$ cat config.mk
export PLATFORM = sky130hd
export DESIGN_NAME = mips_mc_sequencer
export DESIGN_NICKNAME = d
export VERILOG_FILES = /design/src/rtl/mips_pkg.sv /design/src/rtl/mips_ctrl_decode.sv /design/src/rtl/mips_mc_sequencer.sv
export SDC_FILE = /design/constraint.sdc
export NUM_CORES = 1
export LEC_CHECK = 0
export ABC_AREA = 1
export CORE_MARGIN = 4
export CORE_UTILIZATION = 42
export CTS_CLUSTER_SIZE = 25
export DETAILED_ROUTE_END_ITERATION = 10
export PLACE_DENSITY_LB_ADDON = 0.3
export SYNTH_ARGS = -nofsm -noshare
export SYNTH_HDL_FRONTEND = slang
export SYNTH_SLANG_ARGS = --single-unit
$ cat constraint.sdc
create_clock -name i_clk -period 1.8 [get_ports i_clk]
set_input_delay 0.36 -clock i_clk [delete_from_list [all_inputs] [get_ports i_clk]]
set_output_delay 0.36 -clock i_clk [all_outputs]
set_load 0.1 [all_outputs]
$ cat src/rtl/mips_pkg.sv
// Shared types and encodings for the multicycle MIPS control sequencer.
// Purely declarative: no logic, no latency, no flow control.
package mips_pkg;

    typedef enum logic [3:0] {
        S_FETCH, S_DECODE, S_MEM_ADDR, S_MEM_RD, S_MEM_WB, S_MEM_WR,
        S_R_EXEC, S_R_WB, S_I_EXEC, S_I_WB, S_BRANCH, S_JUMP, S_TRAP
    } state_t;

    typedef enum logic {
        CAUSE_ILLEGAL = 1'b0,
        CAUSE_BUS     = 1'b1
    } cause_t;

    localparam logic [5:0] OP_RTYPE = 6'h00;
    localparam logic [5:0] OP_J     = 6'h02;
    localparam logic [5:0] OP_BEQ   = 6'h04;
    localparam logic [5:0] OP_ADDI  = 6'h08;
    localparam logic [5:0] OP_LW    = 6'h23;
    localparam logic [5:0] OP_SW    = 6'h2B;

    localparam logic [1:0] PCSRC_SEQ = 2'b00;
    localparam logic [1:0] PCSRC_BR  = 2'b01;
    localparam logic [1:0] PCSRC_JMP = 2'b10;
    localparam logic [1:0] PCSRC_EXC = 2'b11;

    localparam logic [1:0] ALUOP_ADD   = 2'b00;
    localparam logic [1:0] ALUOP_SUB   = 2'b01;
    localparam logic [1:0] ALUOP_FUNCT = 2'b10;

    localparam logic [1:0] SRCB_REG   = 2'b00;
    localparam logic [1:0] SRCB_FOUR  = 2'b01;
    localparam logic [1:0] SRCB_IMM   = 2'b10;
    localparam logic [1:0] SRCB_BROFF = 2'b11;

    typedef struct packed {
        logic       mem_req;
        logic       mem_we;
        logic       i_or_d;
        logic       ir_write;
        logic       reg_write;
        logic       reg_dst;
        logic       mem_to_reg;
        logic       alu_src_a;
        logic [1:0] alu_src_b;
        logic [1:0] alu_op;
        logic [1:0] pc_source;
        logic       pc_write;
        logic       pc_write_cond;
        logic       instr_done;
        logic       illegal_op;
        logic       bus_err;
    } ctrl_t;

    function automatic logic is_mem_state(input state_t s);
        return (s == S_FETCH) || (s == S_MEM_RD) || (s == S_MEM_WR);
    endfunction

endpackage

$ cat src/rtl/mips_ctrl_decode.sv
// Combinational state-to-control decode; zero latency, no flow control.
// Only FETCH and MEM_WR look at mem_ready, which the caller gates during reset.
module mips_ctrl_decode
    import mips_pkg::*;
(
    input  state_t i_state,
    input  logic   i_mem_ready,
    input  cause_t i_cause,
    output ctrl_t  o_ctrl
);

    always_comb begin
        o_ctrl = '0;
        case (i_state)
            S_FETCH: begin
                o_ctrl.mem_req   = 1'b1;
                o_ctrl.alu_src_b = SRCB_FOUR;
                o_ctrl.alu_op    = ALUOP_ADD;
                o_ctrl.pc_source = PCSRC_SEQ;
                o_ctrl.ir_write  = i_mem_ready;
                o_ctrl.pc_write  = i_mem_ready;
            end
            S_DECODE: begin
                o_ctrl.alu_src_b = SRCB_BROFF;
                o_ctrl.alu_op    = ALUOP_ADD;
            end
            S_MEM_ADDR, S_I_EXEC: begin
                o_ctrl.alu_src_a = 1'b1;
                o_ctrl.alu_src_b = SRCB_IMM;
                o_ctrl.alu_op    = ALUOP_ADD;
            end
            S_MEM_RD: begin
                o_ctrl.mem_req = 1'b1;
                o_ctrl.i_or_d  = 1'b1;
            end
            S_MEM_WB: begin
                o_ctrl.reg_write  = 1'b1;
                o_ctrl.mem_to_reg = 1'b1;
                o_ctrl.instr_done = 1'b1;
            end
            S_MEM_WR: begin
                o_ctrl.mem_req    = 1'b1;
                o_ctrl.mem_we     = 1'b1;
                o_ctrl.i_or_d     = 1'b1;
                o_ctrl.instr_done = i_mem_ready;
            end
            S_R_EXEC: begin
                o_ctrl.alu_src_a = 1'b1;
                o_ctrl.alu_src_b = SRCB_REG;
                o_ctrl.alu_op    = ALUOP_FUNCT;
            end
            S_R_WB: begin
                o_ctrl.reg_write  = 1'b1;
                o_ctrl.reg_dst    = 1'b1;
                o_ctrl.instr_done = 1'b1;
            end
            S_I_WB: begin
                o_ctrl.reg_write  = 1'b1;
                o_ctrl.instr_done = 1'b1;
            end
            S_BRANCH: begin
                o_ctrl.alu_src_a     = 1'b1;
                o_ctrl.alu_src_b     = SRCB_REG;
                o_ctrl.alu_op        = ALUOP_SUB;
                o_ctrl.pc_source     = PCSRC_BR;
                o_ctrl.pc_write_cond = 1'b1;
                o_ctrl.instr_done    = 1'b1;
            end
            S_JUMP: begin
                o_ctrl.pc_source  = PCSRC_JMP;
                o_ctrl.pc_write   = 1'b1;
                o_ctrl.instr_done = 1'b1;
            end
            S_TRAP: begin
                o_ctrl.pc_source  = PCSRC_EXC;
                o_ctrl.pc_write   = 1'b1;
                o_ctrl.instr_done = 1'b1;
                o_ctrl.illegal_op = (i_cause == CAUSE_ILLEGAL);
                o_ctrl.bus_err    = (i_cause == CAUSE_BUS);
            end
            default: o_ctrl = '0;
        endcase
    end

endmodule

$ cat src/rtl/mips_mc_sequencer.sv
// Multicycle MIPS control FSM: one state per cycle, 3-5 cycles per instruction.
// Memory states stall on mem_ready and trap to the exception vector after MEM_TIMEOUT waits.
module mips_mc_sequencer
    import mips_pkg::*;
#(
    parameter int unsigned MEM_TIMEOUT = 255
) (
    input  logic       i_clk,
    input  logic       i_rst_n,
    input  logic [5:0] i_opcode,
    input  logic       i_zero,
    input  logic       i_mem_ready,
    output logic       o_mem_req,
    output logic       o_mem_we,
    output logic       o_i_or_d,
    output logic       o_ir_write,
    output logic       o_reg_write,
    output logic       o_reg_dst,
    output logic       o_mem_to_reg,
    output logic       o_alu_src_a,
    output logic [1:0] o_alu_src_b,
    output logic [1:0] o_alu_op,
    output logic [1:0] o_pc_source,
    output logic       o_pc_write_en,
    output logic       o_instr_done,
    output logic       o_illegal_op,
    output logic       o_bus_err
);

    localparam logic [15:0] WAIT_LAST = 16'(MEM_TIMEOUT - 1);

    state_t      r_state;
    logic [15:0] r_wait_cnt;
    cause_t      r_cause;

    state_t      w_next;
    cause_t      w_next_cause;
    logic        w_timeout;
    state_t      w_dec_state;
    logic        w_ready;
    ctrl_t       w_ctrl;

    // Waits are counted before this cycle, so the trap fires on the MEM_TIMEOUT-th idle cycle.
    assign w_timeout = (r_wait_cnt == WAIT_LAST) && !i_mem_ready;

    always_comb begin
        w_next       = r_state;
        w_next_cause = r_cause;
        case (r_state)
            S_FETCH, S_MEM_RD, S_MEM_WR: begin
                if (i_mem_ready) begin
                    w_next = (r_state == S_FETCH)  ? S_DECODE :
                             (r_state == S_MEM_RD) ? S_MEM_WB : S_FETCH;
                end else if (w_timeout) begin
                    w_next       = S_TRAP;
                    w_next_cause = CAUSE_BUS;
                end
            end
            S_DECODE: begin
                case (i_opcode)
                    OP_RTYPE:     w_next = S_R_EXEC;
                    OP_LW, OP_SW: w_next = S_MEM_ADDR;
                    OP_BEQ:       w_next = S_BRANCH;
                    OP_J:         w_next = S_JUMP;
                    OP_ADDI:      w_next = S_I_EXEC;
                    default: begin
                        w_next       = S_TRAP;
                        w_next_cause = CAUSE_ILLEGAL;
                    end
                endcase
            end
            S_MEM_ADDR: w_next = (i_opcode == OP_SW) ? S_MEM_WR : S_MEM_RD;
            S_R_EXEC:   w_next = S_R_WB;
            S_I_EXEC:   w_next = S_I_WB;
            default:    w_next = S_FETCH;
        endcase
    end

    always_ff @(posedge i_clk) begin
        if (!i_rst_n) begin
            r_state    <= S_FETCH;
            r_wait_cnt <= '0;
            r_cause    <= CAUSE_ILLEGAL;
        end else begin
            r_state <= w_next;
            r_cause <= w_next_cause;
            if (w_next != r_state) begin
                r_wait_cnt <= '0;
            end else if (is_mem_state(r_state) && !i_mem_ready) begin
                r_wait_cnt <= r_wait_cnt + 16'd1;
            end
        end
    end

    // Reset presents FETCH controls with mem_ready masked so nothing is committed.
    assign w_dec_state = i_rst_n ? r_state : S_FETCH;
    assign w_ready     = i_mem_ready & i_rst_n;

    mips_ctrl_decode u_decode (
        .i_state     (w_dec_state),
        .i_mem_ready (w_ready),
        .i_cause     (r_cause),
        .o_ctrl      (w_ctrl)
    );

    assign o_mem_req     = w_ctrl.mem_req;
    assign o_mem_we      = w_ctrl.mem_we;
    assign o_i_or_d      = w_ctrl.i_or_d;
    assign o_ir_write    = w_ctrl.ir_write;
    assign o_reg_write   = w_ctrl.reg_write;
    assign o_reg_dst     = w_ctrl.reg_dst;
    assign o_mem_to_reg  = w_ctrl.mem_to_reg;
    assign o_alu_src_a   = w_ctrl.alu_src_a;
    assign o_alu_src_b   = w_ctrl.alu_src_b;
    assign o_alu_op      = w_ctrl.alu_op;
    assign o_pc_source   = w_ctrl.pc_source;
    assign o_pc_write_en = w_ctrl.pc_write | (w_ctrl.pc_write_cond & i_zero);
    assign o_instr_done  = w_ctrl.instr_done;
    assign o_illegal_op  = w_ctrl.illegal_op;
    assign o_bus_err     = w_ctrl.bus_err;

endmodule
run_1/layers.png
(6 px per um) Only two layers are drawn.
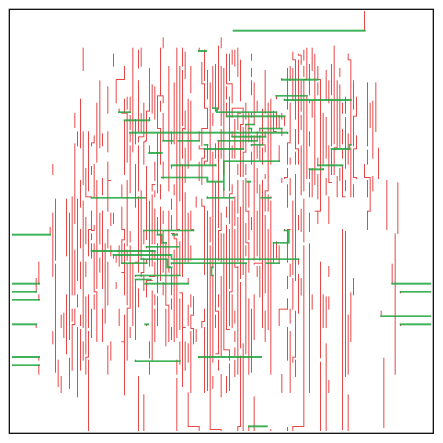
| color | layer | wire length |
|---|---|---|
| green | M3 | 374 um |
| red | M2 | 3080 um |
Total Wirelength: 6009 um
GRT Total Usage: 20.44%

run_1/placed.png
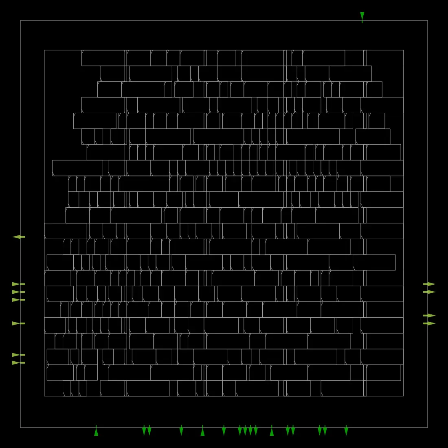
fraction of area in registers: 14.23%
fin util: 82.56%

==> deck_impl_summary.md, run 1 <==
Implementation Results

Placed design
  – Inst Count DP: 376
  – Placement Cell Area: 2542 sq um
  – Post-DP HPWL: 3662 um
  – Post-Place Worst Slack: -0.4915 ns

Clock tree
  – Max clock buf depth: 2
  – # H-tree levels: 1
  – TritonCTS clock tree: built
  – PostCTS Resize Cnt: 42
  – Root Buffer: clkbuf_8
  – Clock-pin slew on the worst setup and hold paths: 0.07 ns
  – Clk latency late pin: 0.26 ns
  – Postcts setup bufs: 7

Worst setup path
  – CP endpoint: o_pc_write_en
  – Worst Setup SP: r_state[3]
  – CP max stage cell: dfxtp_4
  – Critical Path Sink Type: output port
  – Crit path DRT: 1.44 ns
  – Most frequent CP cell: a21oi_4
  – RR Startpoint: r_state[3]
  – Delay of the slowest critical-path stage: 0.38 ns
  – Crit path depth: 8
  – Crit start category: flop
  – CP Class: flop to output port
  – CP top delay family: buffers and inverters
  – Crit-path cells: inv_4, nor3_4, buf_4, a21oi_4, clkinvlp_4, a21oi_4, o21ai_4, buf_12

Global routing
  – M3 GR Usage: 3.885%
  – Initial antenna violation count: 0
  – First-pass GRT wire length: 8335 um
  – Vias in the first global route: 1927
  – GR peak layer: met2
  – Met2 Use GR: 36.49%

Synthesis
  – Biggest area consumer among synthesized cells: dfxtp_1
  – Post-synthesis cell count: 271
  – Synthesis warning total: 0
  – Synthesized net count: 283
  – XOR Share, Synth: 6.957%
  – Synth logic family: simple AND/OR/NAND/NOR gates
  – Synth Area in Simple Gates: 47.71%
  – Synthesized registers: 21
  – # Cells Yosys: 271
  – Cell Type Count: 27
  – Seq share, synth: 25.69%
  – Yosys chip area: 1637 sq um
  – Synth top cells by count: nand2_1, nor2_1, inv_1
  – Adder Share, Synth: 1.529%
  – Complex Gates by Area: 5.887%
  – Multiplexer share: 0%

STA
  – Setup TNS Final: -2.906 ns
  – Achievable Freq: 0.5066 GHz
  – Hold Slack: 0.5390 ns
  – Slew Limit Fails: 0
  – Final Setup Violations: 33
  – Tcrit/Tclk final: 109.7%
  – Minimum clock period: 1.974 ns
  – Fin. Hold Viols: 0
  – Post-route setup slack: -0.1741 ns

Run status
  – Violated checks: negative setup slack
  – Status: complete, but fails checks

Die
  – Die area: 4959 sq um
  – FP Util: 44.04%
  – Well Taps: 48
  – Core Box Area: 3716 sq um

Layout
  – Top flop regs: r_wait_cnt x16, r_state x4, r_cause x1
  – Combinational gates: 199
  – Final clock-cell share: 1.468%
  – Top cells excl fill/tap: nand2_1, buf_4, inv_1
  – Largest register FFs: 16
  – Logic share of the area: 46.04%
  – Top reg by flops: r_wait_cnt
  – Seq_cells: 21
  – Clock buffers: 4
  – Final Non-Filler Cells: 398
  – Fillers: 202

Min path
  – HP Class: input pin to flop
  – Hold path depth: 4
  – Hold Crit Endpoint: r_state[1]

Power and ir drop
  – P_seq: 0.595 mW
  – Pwr Density: 1085 nW/um^2
  – Pint: 1.679 mW
  – Clock network power share: 9.3%
  – Sw Pwr: 1.650 mW
  – Top Consumer: combinational logic

Detailed routing
  – Initial drt markers: 163
  – DRC violations left: 0
  – Avg WL per Cell: 15.10 um
  – Routed length on met3: 373 um
  – Vias/cell: 5.209
  – DRT Pass-1 Iters: 5

Job
  – Stage-log warning count: 30
run_1/sizing.png
(6 px per um)
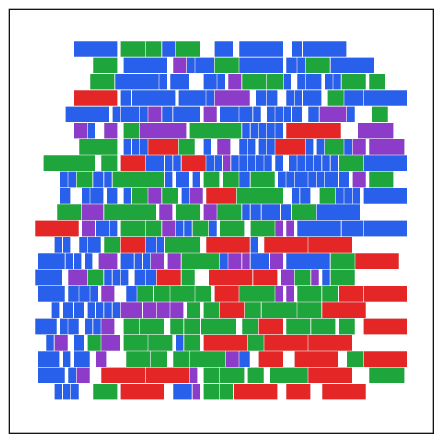
| color | size | cells | share | most used |
|---|---|---|---|---|
| purple | x2 | 48 | 14% | nor2_2 |
| green | x3 and x4 | 88 | 25% | buf_4 |
| blue | x1 and smaller | 178 | 51% | nand2_1 |
| red | x6 and larger | 36 | 10% | buf_12 |
Layout area overhead: 87.46%
Buffers excl. clock: 77
Final Instance Area: 3068 sq um
post-route setup slack: -0.1741 ns

run_1/port_trees.png
(4 px per um)
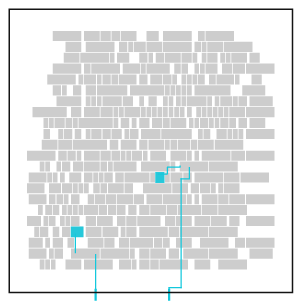
| color | port | bits | direction | edge | end cells | wire |
|---|---|---|---|---|---|---|
| cyan | `o_alu_src_b` | 2 | output | south | 2 | 57.2 um |
Port-buffer cells: 27
IO Count: 28

==> run 1 -> run 2 <==
CAP_MARGIN = 20   (was default)
run_2/placed.png
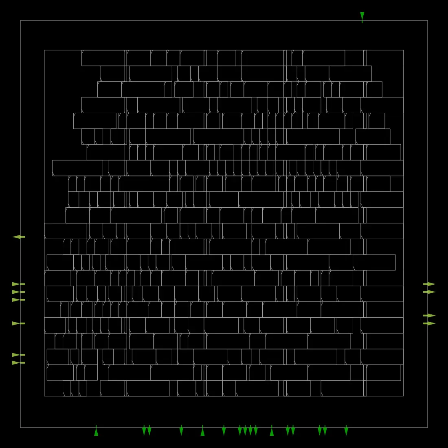
Final Non-Filler Cells: 398
Core Box Area: 3716 sq um
fillers: 202

run_2/pinout.png
(6 px per um) Pins as bars across the die edge, other pins in gray.
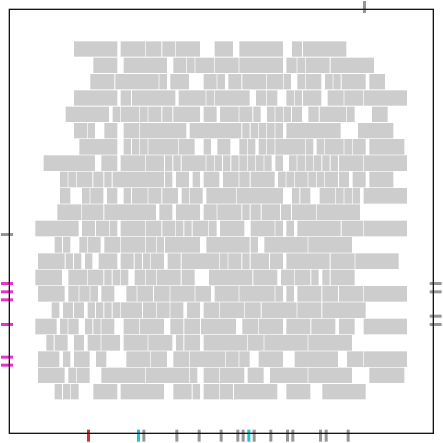
| color | port | pins | direction | edge |
|---|---|---|---|---|
| cyan | `o_alu_src_b` | 2 | output | south |
| red | `i_rst_n` | 1 | input | south |
| magenta | `i_opcode` | 6 | input | west |
all pins by edge: 16 south, 7 west, 4 east, 1 north
die width: 70.42 um
die height: 70.42 um

==> deck_impl_summary.md, run 2 <==
Implementation Results

Clock tree
  – Clock-pin slew on the worst setup and hold paths: 0.07 ns (about the same)
  – Max clock buf depth: 2 (unchanged)
  – Root Buffer: clkbuf_8
  – TritonCTS clock tree: built
  – PostCTS Resize Cnt: 42 (unchanged)

Synthesis
  – Synthesized net count: 283 (unchanged)
  – Multiplexer share: 0% (unchanged)
  – Synth Area in Simple Gates: 47.71% (unchanged)
  – Yosys chip area: 1637 sq um (unchanged)
  – Cell Type Count: 27 (unchanged)
  – Synthesized registers: 21 (unchanged)
  – Seq share, synth: 25.69% (unchanged)
  – Post-synthesis cell count: 271 (unchanged)
  – XOR Share, Synth: 6.957% (unchanged)
  – Synth top cells by count: nand2_1, nor2_1, inv_1
  – # Cells Yosys: 271 (unchanged)
  – Adder Share, Synth: 1.529% (unchanged)

Worst setup path
  – Critical Path Sink Type: output port
  – Crit path DRT: 1.44 ns (about the same)
  – CP Class: flop to output port
  – Most frequent CP cell: a21oi_4
  – RR Startpoint: r_state[3]
  – Worst Setup SP: r_state[3]
  – Delay of the slowest critical-path stage: 0.38 ns (about the same)
  – CP max stage cell: dfxtp_4
  – CP endpoint: o_pc_write_en
  – Crit start category: flop
  – CP top delay family: buffers and inverters

Layout
  – Final clock-cell share: 1.468% (unchanged)
  – Fraction of area in registers: 14.23% (unchanged)
  – Top cells excl fill/tap: nand2_1, buf_4, inv_1
  – Buffers excl. clock: 77 (unchanged)
  – Logic share of the area: 46.04% (unchanged)
  – Top flop regs: r_wait_cnt x16, r_state x4, r_cause x1
  – Final Instance Area: 3068 sq um (unchanged)
  – Fin util: 82.56% (unchanged)
  – Combinational gates: 199 (unchanged)
  – Clock buffers: 4 (unchanged)
  – Layout area overhead: 87.46% (unchanged)
  – Largest register FFs: 16 (unchanged)
  – Top reg by flops: r_wait_cnt

STA
  – Slew Limit Fails: 0 (unchanged)
  – Post-route setup slack: -0.1741 ns (unchanged)
  – Achievable Freq: 0.5066 GHz (unchanged)
  – Tcrit/Tclk final: 109.7% (unchanged)
  – Minimum clock period: 1.974 ns (unchanged)
  – Final Setup Violations: 33 (unchanged)
  – Setup TNS Final: -2.906 ns (unchanged)

Placed design
  – Port-buffer cells: 27 (unchanged)
  – Post-Place Worst Slack: -0.4915 ns (unchanged)
  – Post-DP HPWL: 3662 um (unchanged)

Die
  – FP Util: 44.04% (unchanged)
  – Die area: 4959 sq um (unchanged)
  – IO Count: 28 (unchanged)

Power and ir drop
  – Pint: 1.679 mW (unchanged)
  – Sw Pwr: 1.650 mW (unchanged)
  – P_seq: 0.595 mW (about the same)
  – Clock network power share: 9.3% (about the same)
  – Pwr Density: 1085 nW/um^2 (unchanged)

Detailed routing
  – Vias/cell: 5.209 (unchanged)
  – Total Wirelength: 6009 um (unchanged)
  – Initial drt markers: 163 (unchanged)

Global routing
  – Initial antenna violation count: 0 (unchanged)
  – Vias in the first global route: 1927 (unchanged)
  – Met2 Use GR: 36.49% (unchanged)
  – GRT Total Usage: 20.44% (unchanged)
  – M3 GR Usage: 3.885% (unchanged)

Run status
  – Status: complete, but fails checks
  – Violated checks: negative setup slack

Job
  – Stage-log warning count: 30 (unchanged)

Min path
  – Hold Crit Endpoint: r_state[1]
No activity file was given, so power comes from the tool's default toggle rates.
